**Run 1: sequential cells coloured by netlist name**

Scale bar: 20 um. Other sequential cells in the stronger grey, the rest of the logic in the fainter grey.
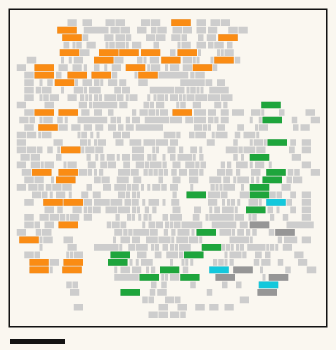
**Run 1: routing congestion**

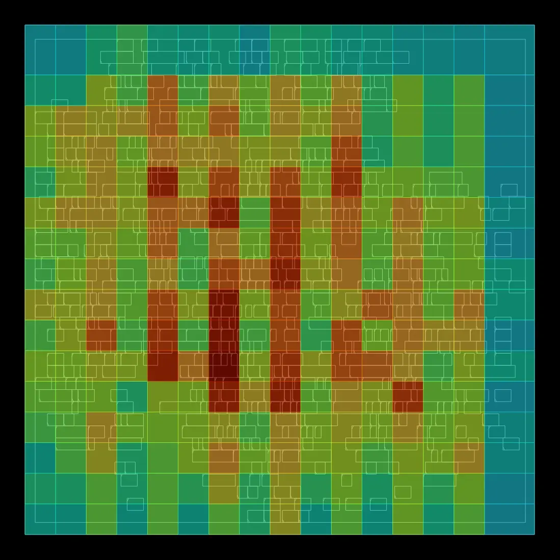
**Run 1: cells by drive strength**

Scale bar: 20 um.
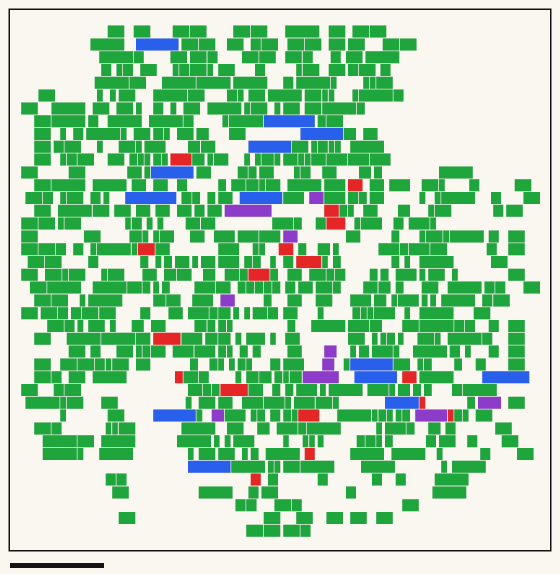
[src/rtl/convcor_peak_detect.sv]
// Convcor peak detector: per input burst, finds the sample with the largest
// L1 magnitude |re|+|im| and emits a one-cycle summary after the burst ends.
//
// Ports:
//   clk           rising-edge clock
//   rst_n         synchronous active-low reset
//   in_valid      sample strobe; a burst is one contiguous high run
//   in_data       {re, im}, each DATA_W-bit two's complement
//   out_valid     one-cycle summary strobe
//   out_peak_mag  |re|+|im| of the peak sample (unsigned, DATA_W+1 bits)
//   out_peak_idx  0-based position of the peak within the burst
//   out_len       samples accepted (saturates at MAX_LEN)
//   out_peak_data raw in_data of the peak sample
//   out_err       burst ran longer than MAX_LEN samples
//   All out_* read 0 whenever out_valid is low.

module convcor_peak_detect #(
  parameter int DATA_W  = 18,
  parameter int MAX_LEN = 5,
  parameter int IDX_W   = 3
) (
  input  logic                clk,
  input  logic                rst_n,
  input  logic                in_valid,
  input  logic [2*DATA_W-1:0] in_data,
  output logic                out_valid,
  output logic [DATA_W:0]     out_peak_mag,
  output logic [IDX_W-1:0]    out_peak_idx,
  output logic [IDX_W-1:0]    out_len,
  output logic [2*DATA_W-1:0] out_peak_data,
  output logic                out_err
);

  localparam logic [IDX_W-1:0] MaxLen = IDX_W'(MAX_LEN);
  localparam logic [IDX_W-1:0] One    = IDX_W'(1);

  typedef enum logic [1:0] {
    IDLE = 2'd0,
    ACC  = 2'd1,
    OUT  = 2'd2
  } state_e;

  state_e state_q, state_d;

  logic [DATA_W:0]     pk_mag_q, pk_mag_d;
  logic [IDX_W-1:0]    pk_idx_q, pk_idx_d;
  logic [IDX_W-1:0]    len_q, len_d;
  logic [2*DATA_W-1:0] pk_data_q, pk_data_d;
  logic                err_q, err_d;

  logic [DATA_W-1:0] re_raw, im_raw;
  logic [DATA_W-1:0] re_abs, im_abs;
  logic [DATA_W:0]   mag;
  logic              first;
  logic              room;

  // Magnitude of the incoming sample. Negating -2^(DATA_W-1) wraps back
  // to the same bit pattern, which read as unsigned is exactly 2^(DATA_W-1).
  assign re_raw = in_data[2*DATA_W-1:DATA_W];
  assign im_raw = in_data[DATA_W-1:0];

  assign re_abs = re_raw[DATA_W-1] ? (~re_raw) + DATA_W'(1) : re_raw;
  assign im_abs = im_raw[DATA_W-1] ? (~im_raw) + DATA_W'(1) : im_raw;

  assign mag = {1'b0, re_abs} + {1'b0, im_abs};

  // A sample opens a new burst from IDLE, and also from OUT so that a
  // single idle cycle between bursts is enough.
  assign first = in_valid && (state_q != ACC);
  assign room  = len_q < MaxLen;

  // State register
  always_ff @(posedge clk) begin
    if (!rst_n) begin
      state_q <= IDLE;
    end else begin
      state_q <= state_d;
    end
  end

  // Next-state logic
  always_comb begin
    state_d = state_q;
    unique case (state_q)
      IDLE: state_d = in_valid ? ACC : IDLE;
      ACC:  state_d = in_valid ? ACC : OUT;
      OUT:  state_d = in_valid ? ACC : IDLE;
      default: state_d = IDLE;
    endcase
  end

  // Peak accumulator next-state
  always_comb begin
    pk_mag_d  = pk_mag_q;
    pk_idx_d  = pk_idx_q;
    len_d     = len_q;
    pk_data_d = pk_data_q;
    err_d     = err_q;
    unique case (1'b1)
      first: begin
        pk_mag_d  = mag;
        pk_idx_d  = '0;
        len_d     = One;
        pk_data_d = in_data;
        err_d     = 1'b0;
      end
      (state_q == ACC) && in_valid && room: begin
        // Strictly greater: ties keep the earlier index.
        if (mag > pk_mag_q) begin
          pk_mag_d  = mag;
          pk_idx_d  = len_q;
          pk_data_d = in_data;
        end
        len_d = len_q + One;
      end
      (state_q == ACC) && in_valid && !room: begin
        err_d = 1'b1;
      end
      default: ;
    endcase
  end

  // Accumulator registers
  always_ff @(posedge clk) begin
    if (!rst_n) begin
      pk_mag_q  <= '0;
      pk_idx_q  <= '0;
      len_q     <= '0;
      pk_data_q <= '0;
      err_q     <= 1'b0;
    end else begin
      pk_mag_q  <= pk_mag_d;
      pk_idx_q  <= pk_idx_d;
      len_q     <= len_d;
      pk_data_q <= pk_data_d;
      err_q     <= err_d;
    end
  end

  // Outputs: the accumulators stay frozen during OUT, so they double as
  // the summary word; everything is forced to 0 outside OUT.
  always_comb begin
    out_valid     = 1'b0;
    out_peak_mag  = '0;
    out_peak_idx  = '0;
    out_len       = '0;
    out_peak_data = '0;
    out_err       = 1'b0;
    if (state_q == OUT) begin
      out_valid     = 1'b1;
      out_peak_mag  = pk_mag_q;
      out_peak_idx  = pk_idx_q;
      out_len       = len_q;
      out_peak_data = pk_data_q;
      out_err       = err_q;
    end
  end

endmodule

[config.mk]
export PLATFORM = sky130hd
export DESIGN_NAME = convcor_peak_detect
export DESIGN_NICKNAME = d
export VERILOG_FILES = /design/src/rtl/convcor_peak_detect.sv
export SDC_FILE = /design/constraint.sdc
export NUM_CORES = 1
export LEC_CHECK = 0
export ABC_CLOCK_PERIOD_IN_PS = 8119
export CAP_MARGIN = 25
export CORE_MARGIN = 2
export CORE_UTILIZATION = 39
export CTS_CLUSTER_SIZE = 20
export DETAILED_ROUTE_END_ITERATION = 8
export GPL_ROUTABILITY_DRIVEN = 0
export PLACE_DENSITY = 0.7
export SETUP_SLACK_MARGIN = 0.2
export SKIP_LAST_GASP = 1
export SLEW_MARGIN = 20
export SYNTH_ARGS = -nofsm -noshare
export SYNTH_HDL_FRONTEND = slang
export SYNTH_SLANG_ARGS = --single-unit
[constraint.sdc]
create_clock -name clk -period 8.12 [get_ports clk]
set_input_delay 1.624 -clock clk [delete_from_list [all_inputs] [get_ports clk]]
set_output_delay 1.624 -clock clk [all_outputs]
set_load 0.02 [all_outputs]
==> CHANGELOG.md, run 1 <==
## Implementation

- Top area cell types: dfxtp_1 (27%), mux2i_1 (12%), ha_1 (10%)
- Number of global-route vias before repair: 4220
- Clock Pin Slew Worst Setup and Hold Paths: 0.06 ns
- Yosys cell count: 574
- Log Warnings: 26
- Synth Area in Simple Gates: 0.236
- Layout non-clock buf frac: 0.172
- Core area: 12000 um^2
- AO/OA Area Share: 0.140
- Routed length on met2: 5610 um
- Worst setup SP type: input port
- WP buf/inv: 2
- Comb gate area: 3270 um^2
- Crit path max fanout: 32
- Kind of critical path: in2reg
- Top-area cell share: 0.268
- Skew final: 0.00698 ns
- Starting Density: 0.398
- Grt met2 use: 0.307
- Comb gates: 454
- WP data required: 8.38 ns
- Number of enable flip-flop cells: 0
- Synth Warn #: 0
- Pwr/cell area: 223 nW/um^2
- First-pass GRT wire length: 19600 um
- Top Layer Used: met4
- MUX share of area: 0.115
- MaxCap Viol Count: 0
- Number of non-clock buffers: 105
- Final Total Pwr: 1390 uW
- CP endpoint kind: flop
- Final hold slack: 0.466 ns
- Top logic family: simple AND/OR/NAND/NOR gates
- RSZ-0062 raised after global routing: false
- Setup bufs post-CTS: 0
- Die Y: 115 um
- Die W: 115 um
- Final std cells w/o fill: 818
- Post-route minimum period: 6.65 ns
- Seq cells: 64
- Iter 0 DRT Violations: 177
- Max-Slew Margin vs Limit: 0.545
- Clock Sinks: 64
- Post-CTS Hold Buffers: 0
- Synth unique cells: 57
- Yosys reg bits: 64
- Tightest Pin Transition: 0.680 ns
- Worst setup slack after placement: 1.14 ns
- Slowest Stage Delay on Critical Path: 0.91 ns
- Area Growth Syn to Fin: 30.5%
- Final worst slack: 1.47 ns
- N_diodes: 0
- Proportion of layout cells with a drive suffix above 1: 0.0596
- Die area: 13200 um^2
- Mapped Cells: 574
- Synthesized cell area: 4780 um^2
- Sequential share of cell area: 0.205
- TAP cells: 147
- Maximum vdd drop: 0.131 mV
- Inverters: 32
- Critical path cell sequence: clkdlybuf4s50_1 > o21ai_0 > fa_1 > a21o_2 > a221o_2 > a2111oi_4 > nor3_1 > xor2_1 > ha_1 > nand4_1 > a21oi_1 > o41ai_1 > a31oi_4 > buf_4 > or2_2 > a21oi_1
- Critical Path AT: 6.91 ns
- Setup tns final: 0 ns
- Routed via count: 4262
- ANT nets after route: 0
- DRT Wirelength: 12100 um
- CP max stage cell: clkdlybuf4s50_1
- Number of clock buffers in the layout: 11
- Flop area: 1280 um^2
- H-Tree Depth: 3
- Post-synthesis async set-or-reset flop share: 0
- Combinational share of cell area: 0.524
- Post-synth seq share: 0.268
- Fa+ha+maj area frac: 0.109
- Dominant kind of cell: multi-input combinational cells
- Synth area leader: dfxtp_1
- Drt pass-1 iters: 4
- Vias per cell: 5.21
- CP most frequent cell: a21oi_1
- Gr ovfl total: 0
- Pin count of the biggest net entering global routing: 64
- Routed wl met3: 541 um
- Post-Route M1 WL: 5710 um
- Port Buffers: 101
- Final clock-cell share: 0.0503
- Clock Path Buffers: 2
- Post-DP HPWL: 9110 um
- CTS Buf Count: 9
- Final Setup Violations: 0
- CTS root buf: clkbuf_16
- Total leakage power: 0.00247 uW
- Post-CTS sizing: 0
- Floorplan Nets: 654
- Total Nets Final: 746
- Initial antenna violation count: 0
- Fillcell total: 1149
- Post-Synth XOR/XNOR Area: 0.0787
- M1 GR Usage: 0.239
- Max Clk Rate: 150 MHz
- Top cell family by delay on the critical path: AND-OR/OR-AND gates
- Tcrit/Tclk final: 0.819
- Yosys stat area: 4780 um^2
- CTS tree: yes
- Result of the run: complete, no violations
- Placed Area: 5880 um^2
- Placed cell count: 800
- Max Transition Viols Final: 0
- Final Hold Vio Count: 0
- Latency at later pin: 0.33 ns
- Post-Syn Area per Cell: 8.33 um^2
- HP Class: reg2reg
- Row count: 40
- Dominant flop cell: dfxtp_1
Notes on 'sequential cells coloured by netlist name' above:
green -> pk_mag_q  # flops 19
orange -> pk_data_q  # flops 36
cyan -> pk_idx_q  # flops 3

Notes on 'routing congestion' above:
per-cell routed wire length: 14.7 um
global routing met3 resource utilization: 0.0411
layer with the highest usage: met2
Final Util: 0.520
Tot GR Track Use: 0.184

Notes on 'cells by drive strength' above:
green -> _0 and _1 cells  # cells 631, share 94%
blue -> _6 and larger  # cells 13, share 1.9%
purple -> _3 and _4 cells  # cells 10, share 1.5%
red -> _2 cells  # cells 17, share 2.5%

run 1: synthesized netlist by cell type, types with 6 or more instances:
master / instances
nor2_1: 70
dfxtp_1: 64
and2_1: 63
mux2i_1: 55
ha_1: 40
xnor2_1: 37
nand2_1: 32
inv_1: 30
a21oi_1: 29
clkbuf_1: 16
nand3_1: 13
nor3_1: 10
o31ai_1: 10
o21ai_0: 9
o21ai_1: 8
xor2_1: 6
run 1: cells in the final DEF, fill, tap and decap left out, types with 6 or more instances in the layout:
cell type / synthesis / routed
xnor2_1: 37 / 37
mux2i_1: 55 / 55
ha_1: 40 / 40
xor2_1: 6 / 6
o21ai_1: 8 / 8
clkdlybuf4s50_1: 0 / 101
o31ai_1: 10 / 10
nor3_1: 10 / 10
o21ai_0: 9 / 9
and2_1: 63 / 63
nand3_1: 13 / 13
nor2_1: 70 / 70
nand2_1: 32 / 32
clkbuf_16: 0 / 9
inv_1: 30 / 30
a21oi_1: 29 / 29
dfxtp_1: 64 / 64
run 1: path summary, 6_finish.rpt:
| kind | startpoint | to | slack, ns | cells after the start |
|---|---|---|---|---|
| max | in_data[35] | pk_mag_q[17] | 1.47 | 16 |
| min | state_q[1] | state_q[0] | 0.47 | 1 |
| max reg2reg | pk_mag_q[4] | pk_mag_q[17] | 5.44 | 10 |
| min reg2reg | state_q[1] | state_q[0] | 0.47 | 1 |
run 1: state kept, by name (all words and copies together) (netlist names):
name       flops
pk_data_q     36
state_q        2
pk_idx_q       3
err_q          1
len_q          3
pk_mag_q      19
run 1: report_power, final:
| group | internal (uW) | switching [uW] |
|---|---|---|
| registers | 372 | 33.9 |
| logic | 261 | 314 |
| clock network | 269 | 141 |
==> inputs of run 2 (changes only) <==
--- a/config.mk
+++ b/config.mk
@@ -5,14 +5,14 @@
 export SDC_FILE = /design/constraint.sdc
 export NUM_CORES = 1
 export LEC_CHECK = 0
-export ABC_CLOCK_PERIOD_IN_PS = 8119
+export ABC_CLOCK_PERIOD_IN_PS = 5650
 export CAP_MARGIN = 25
 export CORE_MARGIN = 2
 export CORE_UTILIZATION = 39
 export CTS_CLUSTER_SIZE = 20
 export DETAILED_ROUTE_END_ITERATION = 8
 export GPL_ROUTABILITY_DRIVEN = 0
-export PLACE_DENSITY = 0.7
+export PLACE_DENSITY = 0.72
 export SETUP_SLACK_MARGIN = 0.2
 export SKIP_LAST_GASP = 1
 export SLEW_MARGIN = 20
==> constraint.sdc (replaced) <==
create_clock -name clk -period 5.65 [get_ports clk]
set_input_delay 1.13 -clock clk [delete_from_list [all_inputs] [get_ports clk]]
set_output_delay 1.13 -clock clk [all_outputs]
set_load 0.02 [all_outputs]
**Run 2: placed cells, one colour a class**

Scale bar: 20 um.
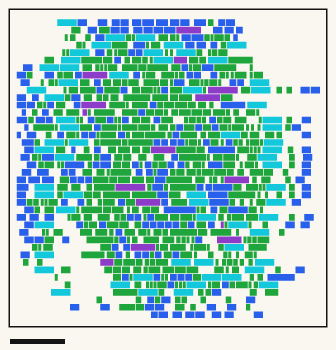
purple -> clock drivers and dummy loads  # cells 15, share of their area 4.2%
cyan -> sequential cells  # cells 64, share of their area 17%
green -> combinational and other logic  # cells 486, share of their area 53%
blue -> remaining buffers and delay cells  # cells 214, share of their area 26%

==> CHANGELOG.md, run 2 <==
## Implementation

- Post-DP HPWL: 10000 um (was 9110 um)
- CTS Buf Count: 9 (unchanged)
- Post-CTS sizing: 87 (was 0)
- Top-area cell share: 0.268 (unchanged)
- Drt pass-1 iters: 5 (was 4)
- Result of the run: complete, no violations (unchanged)
- Post-synthesis async set-or-reset flop share: 0 (unchanged)
- Final hold slack: 0.457 ns (was 0.466 ns)
- Critical path cell sequence: clkdlybuf4s15_1 > nor2_2 > nand2_2 > or3_4 > nand2b_4 > o41ai_4 > xnor2_2 > ha_1 > nand2_2 > a31oi_4 > nor2_2 > xnor2_1 > inv_1 > ha_1 > nand4_1 > nor2_4 > nand2_2 > a21oi_2 > a31oi_4 > buf_12 > bufbuf_16 > or2_1 > a21oi_2 (was clkdlybuf4s50_1 > o21ai_0 > fa_1 > a21o_2 > a221o_2 > a2111oi_4 > nor3_1 > xor2_1 > ha_1 > nand4_1 > a21oi_1 > o41ai_1 > a31oi_4 > buf_4 > or2_2 > a21oi_1)
- Per-cell routed wire length: 18.7 um (was 14.7 um)
- HP Class: reg2reg (unchanged)
- Row count: 40 (unchanged)
- Max FFs per register: 36 (unchanged)
- Commonest cells in the synthesized netlist: nor2_1 (70), dfxtp_1 (64), and2_1 (63), mux2i_1 (55), ha_1 (40) (unchanged)
- Most instantiated library cell after synthesis: nor2_1 (unchanged)
- Total Nets Final: 855 (was 746)
- Die W: 115 um (unchanged)
- Synthesized cell area: 4780 um^2 (unchanged)
- WP buf/inv: 4 (was 2)
- Commonest Layout Cell: buf_4 (was clkdlybuf4s50_1)
- Comb gate area: 3970 um^2 (was 3270 um^2)
- Placed cell count: 880 (was 800)
- CP most frequent cell: nand2_2 (was a21oi_1)
- Final std cells w/o fill: 926 (was 818)
- Final worst slack: 0.148 ns (was 1.47 ns)
- Skew final: 0.00812 ns (was 0.00698 ns)
- Top area cell types: dfxtp_1 (27%), mux2i_1 (12%), ha_1 (10%) (unchanged)
- Regs by FF count: pk_data_q x36, pk_mag_q x19 (unchanged)
- Iter 0 DRT Violations: 306 (was 177)
- WP data required: 5.90 ns (was 8.38 ns)
- Gr ovfl total: 0 (unchanged)
- Yosys stat area: 4780 um^2 (unchanged)
- Yosys reg bits: 64 (unchanged)
- Tightest Pin Transition: 0.929 ns (was 0.680 ns)
- Setup tns final: 0 ns (unchanged)
- Vias per cell: 5.48 (was 5.21)
- Synth Warn #: 0 (unchanged)
- Clock Sinks: 64 (unchanged)
- H-Tree Depth: 3 (unchanged)
- Port Buffers: 101 (unchanged)
- Tot GR Track Use: 0.232 (was 0.184)
- Final Total Pwr: 2570 uW (was 1390 uW)
- Max Transition Viols Final: 0 (unchanged)
- CTS root buf: clkbuf_16 (unchanged)
- Area Growth Syn to Fin: 65.6% (was 30.5%)
- Yosys cell count: 574 (unchanged)
- Final Setup Violations: 0 (unchanged)
- Synth unique cells: 57 (unchanged)
- Number of global-route vias before repair: 5074 (was 4220)
- CP endpoint kind: flop (unchanged)
- N_diodes: 0 (unchanged)
- Dominant flop cell: dfxtp_1 (unchanged)
- Die area: 13200 um^2 (unchanged)
- CP max stage cell: or3_4 (was clkdlybuf4s50_1)
- Maximum vdd drop: 0.153 mV (was 0.131 mV)
- Final Hold Vio Count: 0 (unchanged)
- Worst setup SP type: input port (unchanged)
- Post-synth seq share: 0.268 (unchanged)
- Synth area leader: dfxtp_1 (unchanged)
- Crit path max fanout: 7 (was 32)
- CTS tree: yes (unchanged)
- Latency at later pin: 0.34 ns (was 0.33 ns)
- Clock Path Buffers: 2 (unchanged)
- Initial antenna violation count: 0 (unchanged)
- Max-Slew Margin vs Limit: 0.380 (was 0.545)
- Tcrit/Tclk final: 0.974
[run 2: cell counts after synthesis]
Identical to the previous run, type by type.
[run 2: metrics by stage]
| stage | util | cell area, um^2 |
|---|---|---|
| floorplan | - | 4780 |
| global placement | 0.543 | 6520 |
| detailed placement | 0.543 | 6520 |
| CTS | 0.618 | 7420 |
| global route | 0.659 | 7920 |
| finish | 0.659 | 7920 |
[run 2: path summary, 6_finish.rpt]
| check | to | slack (ns) | start | cells past startpoint |
|---|---|---|---|---|
| max | pk_idx_q[1] | 0.15 | in_data[3] | 23 |
| min | state_q[0] | 0.46 | state_q[1] | 1 |
| max reg2reg | pk_idx_q[1] | 3.15 | pk_mag_q[6] | 10 |
| min reg2reg | state_q[0] | 0.46 | state_q[1] | 1 |
[run 2: layout make-up]
cell class,count,area share
multi-input combinational,454,0.502
timing repair buffer,214,0.257
sequential,64,0.162
clock buffer,12,0.0324
tap,147,0.0232
inverter,32,0.0156
clock inverter,3,0.00822
[run 2: power breakdown]
part	total (uW)	internal, uW	switching, uW
logic	1370	682	685
clock network	617	407	209
registers	589	535	53.8
total	2570	1620	949
[run 2: kinds of logic after synthesis]
| kind of cell | Yosys count | share of synthesized area |
|---|---|---|
| XOR/XNOR | 43 | 0.0787 |
| buffers and inverters | 56 | 0.0534 |
| flip-flops | 64 | 0.268 |
| multiplexers | 55 | 0.115 |
| AND-OR/OR-AND | 94 | 0.140 |
| AND/OR/NAND/NOR | 221 | 0.236 |
| adder cells (fa/ha/maj) | 41 | 0.109 |
[run 2: metal layers]
| layer | GRT usage | vias to the layer above | wire length (um) |
|---|---|---|---|
| met5 | 0 | - | 0 |
| met4 | 0.119 | 0 | 954 |
| met3 | 0.0395 | 83 | 879 |
| met2 | 0.407 | 213 | 8500 |
| met1 | 0.273 | 2374 | 6970 |
| li1 | - | 2401 | - |
==> inputs of run 3 (changes only) <==
--- a/config.mk
+++ b/config.mk
@@ -13,7 +13,7 @@
 export DETAILED_ROUTE_END_ITERATION = 8
 export GPL_ROUTABILITY_DRIVEN = 0
 export PLACE_DENSITY = 0.72
-export SETUP_SLACK_MARGIN = 0.2
+export SETUP_SLACK_MARGIN = 0.3
 export SKIP_LAST_GASP = 1
 export SLEW_MARGIN = 20
 export SYNTH_ARGS = -nofsm -noshare
**Run 3: sequential cells coloured by netlist name**

Scale bar: 20 um. Other sequential cells in the stronger grey, the rest of the logic in the fainter grey.
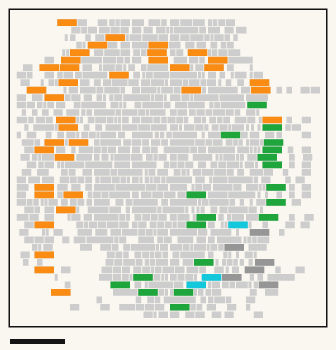
cyan -> pk_idx_q  # flops 3
orange -> pk_data_q  # flops 36
green -> pk_mag_q  # flops 19
not coloured = 6

==> CHANGELOG.md, run 3 <==
## Implementation

- Result of the run: complete, no violations (unchanged)
- H-Tree Depth: 3 (unchanged)
- DRT Wirelength: 18600 um (was 17300 um)
- Number of non-clock buffers: 219 (was 214)
- Final std cells w/o fill: 931 (was 926)
- Critical path launch point: in_data[1] (was in_data[3])
- Commonest Layout Cell: buf_4 (unchanged)
- Max FFs per register: 36 (unchanged)
- Sw Pwr: 1000 uW (was 949 uW)
- Clock Pin Slew Worst Setup and Hold Paths: 0.05 ns (was 0.06 ns)
- Worst setup SP type: input port (unchanged)
- Hold endpoint: state_q[0] (unchanged)
- Die Y: 115 um (unchanged)
- Number of global-route vias before repair: 5149 (was 5074)
- Comb gates: 454 (unchanged)
- Most instantiated library cell after synthesis: nor2_1 (unchanged)
- Worst reg2reg path depth: 12 (was 10)
- Layout non-clock buf frac: 0.257 (about the same)
- Number of enable flip-flop cells: 0 (unchanged)
- TAP cells: 147 (unchanged)
- Post-DP HPWL: 10000 um (unchanged)
- Setup tns final: 0 ns (unchanged)
- Synth area leader: dfxtp_1 (unchanged)
- Synthesized cell area: 4780 um^2 (unchanged)
- Top area cell types: dfxtp_1 (27%), mux2i_1 (12%), ha_1 (10%) (unchanged)
- Top-area cell share: 0.268 (unchanged)
- Sequential Power Share: 0.220 (was 0.229)
- Yosys stat area: 4780 um^2 (unchanged)
- RSZ-0062 raised after global routing: true (unchanged)
- Drt pass-1 iters: 5 (unchanged)
- Tcrit/Tclk final: 0.976 (was 0.974)
- Floorplan Nets: 654 (unchanged)
- Regs by FF count: pk_data_q x36, pk_mag_q x19 (unchanged)
- Final Util: 0.678 (was 0.659)
- Synth Warn #: 0 (unchanged)
- Final Total Pwr: 2680 uW (was 2570 uW)
- Initial antenna violation count: 0 (unchanged)
- Hold path startpoint: state_q[1] (unchanged)
- Placed cell count: 880 (unchanged)
- Final worst slack: 0.133 ns (was 0.148 ns)
- Final hold slack: 0.460 ns (was 0.457 ns)
- Pwr/cell area: 330 nW/um^2 (was 325 nW/um^2)
- Post-route minimum period: 5.52 ns (was 5.50 ns)
- Post-Syn Area per Cell: 8.33 um^2 (unchanged)
- Max Clk Rate: 181 MHz (was 182 MHz)
- Latency at later pin: 0.34 ns (about the same)
- Iter 0 DRT Violations: 318 (was 306)
- Clock Sinks: 64 (unchanged)
- Clock Path Buffers: 2 (unchanged)
- Hold Path Depth: 1 (unchanged)
- Worst setup slack after placement: -0.434 ns (unchanged)
- Critical Path AT: 5.70 ns (was 5.75 ns)
- Combinational share of cell area: 0.508 (was 0.502)
- Sequential share of cell area: 0.157 (was 0.162)
- CTS tree: yes (unchanged)
- Worst setup endpoint: pk_data_q[7] (was pk_idx_q[1])
- Max Transition Viols Final: 0 (unchanged)
- Log Warnings: 27 (unchanged)
- MaxCap Viol Count: 0 (unchanged)
- Dominant flop cell: dfxtp_1 (unchanged)
- Skew final: 0.00595 ns (was 0.00812 ns)
- Mapped Cells: 574 (unchanged)
- Core area: 12000 um^2 (unchanged)
- Flop area: 1280 um^2 (unchanged)
- Comb gate area: 4130 um^2 (was 3970 um^2)
- Area Growth Syn to Fin: 70.2% (was 65.6%)
- Per-cell routed wire length: 20.0 um (was 18.7 um)
- Inverters: 32 (unchanged)
- Total leakage power: 0.00347 uW (was 0.00341 uW)
- Seq cells: 64 (unchanged)
- Sw frac: 0.374 (was 0.369)
- Number of clock buffers in the layout: 12 (unchanged)
- CTS Buf Count: 9 (unchanged)
- Gr ovfl total: 0 (unchanged)
- Synth unique cells: 57 (unchanged)
- R2r startpoint: pk_mag_q[4] (was pk_mag_q[6])
- Tightest Pin Transition: 0.939 ns (was 0.929 ns)
- Row count: 40 (unchanged)
- Starting Density: 0.398 (unchanged)
- Fillcell total: 837 (was 902)
- Post-CTS Hold Buffers: 0 (unchanged)
- R2r endpoint: pk_data_q[7] (was pk_idx_q[1])
- R2r setup slk: 3.10 ns (was 3.15 ns)
- Most frequent cells in the layout: buf_4 (99), clkdlybuf4s50_1 (73), nor2_1 (64), dfxtp_1 (64), and2_1 (63) (was buf_4 (98), clkdlybuf4s50_1 (75), nor2_1 (66))
- Pin count of the biggest net entering global routing: 64 (unchanged)
- Placed Area: 6520 um^2 (unchanged)
- Port Buffers: 101 (unchanged)
- Total Nets Final: 860 (was 855)
- WP data required: 5.83 ns (was 5.90 ns)
- Crit path max fanout: 8 (was 7)
- Die W: 115 um (unchanged)
- First-pass GRT wire length: 24900 um (was 24300 um)
- Proportion of layout cells with a drive suffix above 1: 0.353 (was 0.323)
- Die area: 13200 um^2 (unchanged)
- CTS root buf: clkbuf_16 (unchanged)
- N_diodes: 0 (unchanged)
- Dominant kind of cell: multi-input combinational cells (unchanged)
- Reg with most FFs: pk_data_q (unchanged)
- ANT nets after route: 0 (unchanged)
- Vias per cell: 5.65 (was 5.48)
- Kind of critical path: in2reg (unchanged)
- Max-Slew Margin vs Limit: 0.374 (was 0.380)
- Combinational Power Share: 0.552 (was 0.531)
- Final Setup Violations: 0 (unchanged)
- Clk pwr share: 0.228 (was 0.240)
- Post-synth seq share: 0.268 (unchanged)
- CP endpoint kind: flop (unchanged)
- HP Class: reg2reg (unchanged)
- Yosys cell count: 574 (unchanged)
run 3: cell count changes in the layout (fill, tap and decap cells not counted), moves of 3 or more:
cell / delta
nor2_2: +3
ha_1: -6
clkbuf_2: +3
xnor2_1: -3
ha_4: +5
buf_6: +3
a21oi_4: +3
run 3: critical path, cell delays in order:
cell and delay, ns:
buf_6 0.11, inv_4 0.06, ha_4 0.14, nand2_2 0.07, or3_4 0.40, nand2b_4 0.20, o21ai_2 0.20, xnor2_2 0.14
ha_4 0.33, buf_6 0.11, o2111ai_4 0.16, a31oi_4 0.28, nor2_2 0.09, xnor2_1 0.32, inv_1 0.12, ha_1 0.33
nand4_1 0.21, nor2_4 0.20, nand2_2 0.07, a21oi_2 0.19, a31oi_4 0.06, buf_12 0.17, buf_8 0.12, buf_12 0.14
mux2i_1 0.24, nor2_1 0.08
run 3: cells by family (layout without fill, tap and decap cells):
logic type,after synthesis,count (layout),synth area share
xor+xnor,43,43,0.0787
fa+ha+maj,41,41,0.109
mux,55,55,0.115
flops,64,64,0.268
simple gates,221,221,0.236
buf+inv,56,266,0.0534
compound gates,94,94,0.140
run 3: metal layers:
layer	routed length (um)	vias to the layer above	GRT usage
met4	1120	0	0.120
met1	7220	2495	0.276
met3	1120	103	0.0464
met2	9160	265	0.418
li1	-	2393	-
met5	0	-	0
run 3: power groups by stage:
stage | logic, uW | registers [uW] | clock network [uW]
6_report | 1480 | 591 | 612
5_1_grt | 1550 | 598 | 628
4_1_cts | 1170 | 585 | 613
3_5_place_dp | 992 | 593 | 0
3_3_place_gp | 943 | 591 | 0
2_1_floorplan | 657 | 573 | 0
run 3: repair_timing:
action	in CTS	in global routing
gates resized	94	133
setup endpoints to repair	58	58
setup buffers	18	13
gates cloned	2	2
pin swaps	55	83
Power and IR drop assume default switching activity.
